**Where the registers sit**

Other sequential cells in the stronger gray, the rest of the logic in the fainter gray.
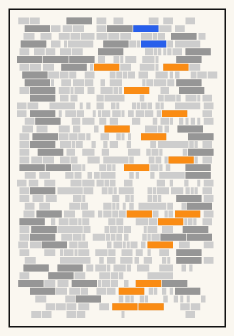
**Placement density heat map**

The die is cut into 8 by 11 equal tiles; white is low, dark blue is high, 0 to 100% covered.
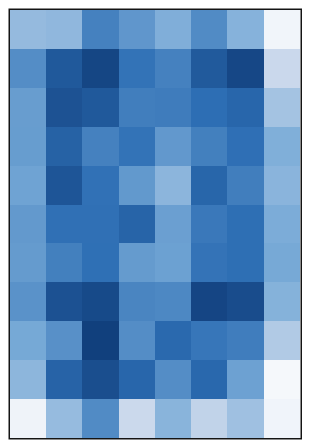
**Signal wires on met2**

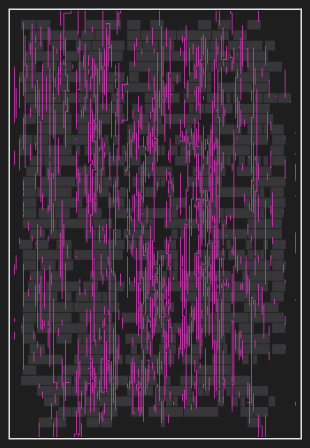
**Signal wires on met1**

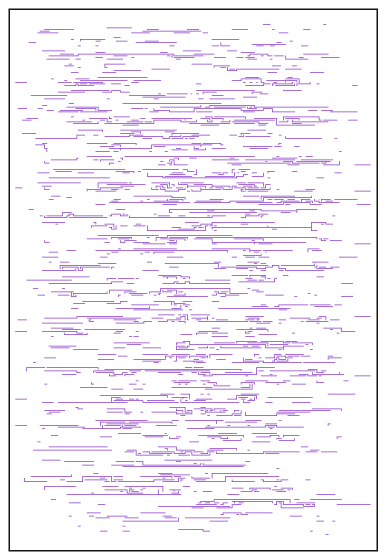
===== src/rtl/arith_pkg.sv =====
// Shared opcode, state and width definitions for the arithmetic sequencer.
package arith_pkg;

  localparam int WIDTH = 16;

  localparam logic [1:0] OP_ADD  = 2'b00;
  localparam logic [1:0] OP_SUB  = 2'b01;
  localparam logic [1:0] OP_B2A  = 2'b10;
  localparam logic [1:0] OP_RSVD = 2'b11;

  typedef enum logic [1:0] {
    IDLE  = 2'b00,
    PASS1 = 2'b01,
    PASS2 = 2'b10,
    HOLD  = 2'b11
  } state_t;

endpackage


===== src/rtl/adder_subtractor_16bit.sv =====
// 16-bit adder/subtractor: carryIn high inverts b, giving a + ~b + 1.
module adder_subtractor_16bit (
  input  logic [15:0] a,
  input  logic [15:0] b,
  input  logic        carryIn,
  output logic [15:0] sum,
  output logic        carryOut
);

  logic [15:0] b_eff;

  always_comb begin
    b_eff = b ^ {16{carryIn}};
    {carryOut, sum} = {1'b0, a} + {1'b0, b_eff} + {16'b0, carryIn};
  end

endmodule


===== src/rtl/arith_op_sequencer.sv =====
// Handshaked front-end that time-multiplexes one adder_subtractor_16bit
// over one pass (ADD/SUB) or two passes (B2A = b - 2a).
module arith_op_sequencer
  import arith_pkg::*;
#(
  parameter int WIDTH = arith_pkg::WIDTH
) (
  input  logic             clk,
  input  logic             rst_n,
  input  logic             in_valid,
  output logic             in_ready,
  input  logic [1:0]       op,
  input  logic [WIDTH-1:0] a,
  input  logic [WIDTH-1:0] b,
  output logic             out_valid,
  input  logic             out_ready,
  output logic [WIDTH-1:0] result,
  output logic             carry_out,
  output logic             zero
);

  state_t state, next_state;

  logic [WIDTH-1:0] a_reg, b_reg, s2a;
  logic [1:0]       op_reg;

  logic [WIDTH-1:0] add_x, add_y, add_sum;
  logic             add_cin, add_cout;

  assign in_ready = (state == IDLE);

  always_comb begin
    next_state = state;
    unique case (state)
      IDLE:  if (in_valid) next_state = PASS1;
      PASS1: next_state = (op_reg == OP_B2A) ? PASS2 : HOLD;
      PASS2: next_state = HOLD;
      HOLD:  if (out_ready) next_state = IDLE;
      default: next_state = IDLE;
    endcase
  end

  // Operand steering; the adder inverts add_y itself when add_cin is set.
  always_comb begin
    add_x   = a_reg;
    add_y   = b_reg;
    add_cin = 1'b0;
    if (state == PASS2) begin
      add_x   = b_reg;
      add_y   = s2a;
      add_cin = 1'b1;
    end else begin
      unique case (op_reg)
        OP_SUB: add_cin = 1'b1;
        OP_B2A: add_y   = a_reg;
        default: add_cin = 1'b0;
      endcase
    end
  end

  adder_subtractor_16bit u_adder (
    .a        (add_x),
    .b        (add_y),
    .carryIn  (add_cin),
    .sum      (add_sum),
    .carryOut (add_cout)
  );

  always_ff @(posedge clk or negedge rst_n) begin
    if (!rst_n) begin
      state     <= IDLE;
      a_reg     <= '0;
      b_reg     <= '0;
      op_reg    <= OP_ADD;
      s2a       <= '0;
      result    <= '0;
      carry_out <= 1'b0;
      zero      <= 1'b0;
      out_valid <= 1'b0;
    end else begin
      state <= next_state;
      unique case (state)
        IDLE: begin
          if (in_valid) begin
            a_reg  <= a;
            b_reg  <= b;
            op_reg <= op;
          end
        end
        PASS1: begin
          // B2A's doubling carry is dropped; only the final pass reports one.
          if (op_reg == OP_B2A) begin
            s2a <= add_sum;
          end else begin
            result    <= add_sum;
            carry_out <= add_cout;
            zero      <= (add_sum == '0);
            out_valid <= 1'b1;
          end
        end
        PASS2: begin
          result    <= add_sum;
          carry_out <= add_cout;
          zero      <= (add_sum == '0);
          out_valid <= 1'b1;
        end
        HOLD: begin
          if (out_ready) out_valid <= 1'b0;
        end
        default: ;
      endcase
    end
  end

endmodule


===== config.mk =====
export PLATFORM = sky130hd
export DESIGN_NAME = arith_op_sequencer
export DESIGN_NICKNAME = d
export VERILOG_FILES = /design/src/rtl/arith_pkg.sv /design/src/rtl/adder_subtractor_16bit.sv /design/src/rtl/arith_op_sequencer.sv
export SDC_FILE = /design/constraint.sdc
export NUM_CORES = 1
export LEC_CHECK = 0
export CAP_MARGIN = 25
export CORE_ASPECT_RATIO = 1.5
export CORE_MARGIN = 2
export CORE_UTILIZATION = 56
export DETAILED_ROUTE_END_ITERATION = 12
export PLACE_DENSITY_LB_ADDON = 0.12
export SLEW_MARGIN = 20
export SYNTH_ARGS = -nofsm -noshare
export SYNTH_HDL_FRONTEND = slang
export SYNTH_SLANG_ARGS = --single-unit

===== constraint.sdc =====
create_clock -name clk -period 4.62 [get_ports clk]
set_input_delay 0.924 -clock clk [delete_from_list [all_inputs] [get_ports clk]]
set_output_delay 0.924 -clock clk [all_outputs]
set_load 0.05 [all_outputs]

==> GITHUB_STEP_SUMMARY <==
## PnR job results

| Metric | Value |
|---|---|
| Post-synth top cells | `71 x dfrtp_1, 57 x mux2_2, 35 x nand2_1` |
| Drt via density | `5.60` |
| Metal-1 WL | `3.95 mm` |
| Dpl hpwl | `6.55 mm` |
| First-pass GRT wire length | `15.0 mm` |
| Cells after Synth | `418` |
| CTS H-tree lvls | `3` |
| Reg-to-reg endpoint | `zero` |
| Yosys warnings | `0` |
| Bufs and invs on worst path | `2` |
| CTS buffer count | `9` |
| Comb area share | `45.5%` |
| Worst R2R Start | `state[0]` |
| Total GRT Usage | `23.4%` |
| Crit end category | `flop` |
| Clk latency late pin | `340 ps` |
| Layout Nets | `529` |
| Status | `completed` |
| Rel. slew slack | `45.8%` |
| Xor/xnor share of the synthesized area | `5.71%` |
| Die W | `75.5 um` |
| Pre-CTS setup slack | `571 ps` |
| N_taps | `102` |
| Clock Pin Slew Worst Setup and Hold Paths | `60 ps` |
| Final clock-cell share | `6.15%` |
| Crit path DAT | `4350 ps` |
| Ys async rst share | `100%` |
| Longest Clk Path Bufs | `2` |
| GR Overflow Total | `0` |
| Io pins | `58` |
| Most common logic cells in the final layout | `71 x dfrtp_1, 57 x mux2_2, 56 x clkdlybuf4s50_1` |
| Kind of critical path | `flop to flop` |
| Max Cap Viol | `0` |
| Setup TNS | `0 ps` |
| Mapped Area | `0.00430 mm^2` |
| Non-clock buffer share | `11.8%` |
## Picture notes: 'where the registers sit'
- s2a: orange (sequential cells 16)
- state: blue (sequential cells 2)

## Picture notes: 'placement density heat map'
- tiles over 75% full: 25%
- mean over tiles: 62%
- fullest tile: 94%
- emptiest ninth of the die: south-east
FP Core Util: 57.2%
Core ar.: 0.00751 mm^2
Core Util, Final: 70.4%

## Picture notes: 'signal wires on met2'
- share of all routed wire: 50%
- nets with wire on the layer: 446
- wire length on this layer: 4420 um
- main direction: vertical
- longest straight run: 43.2 um

## Picture notes: 'signal wires on met1'
- longest straight run: 28.1 um
- share of all routed wire: 45%
- main direction: horizontal
- wire length on this layer: 3950 um

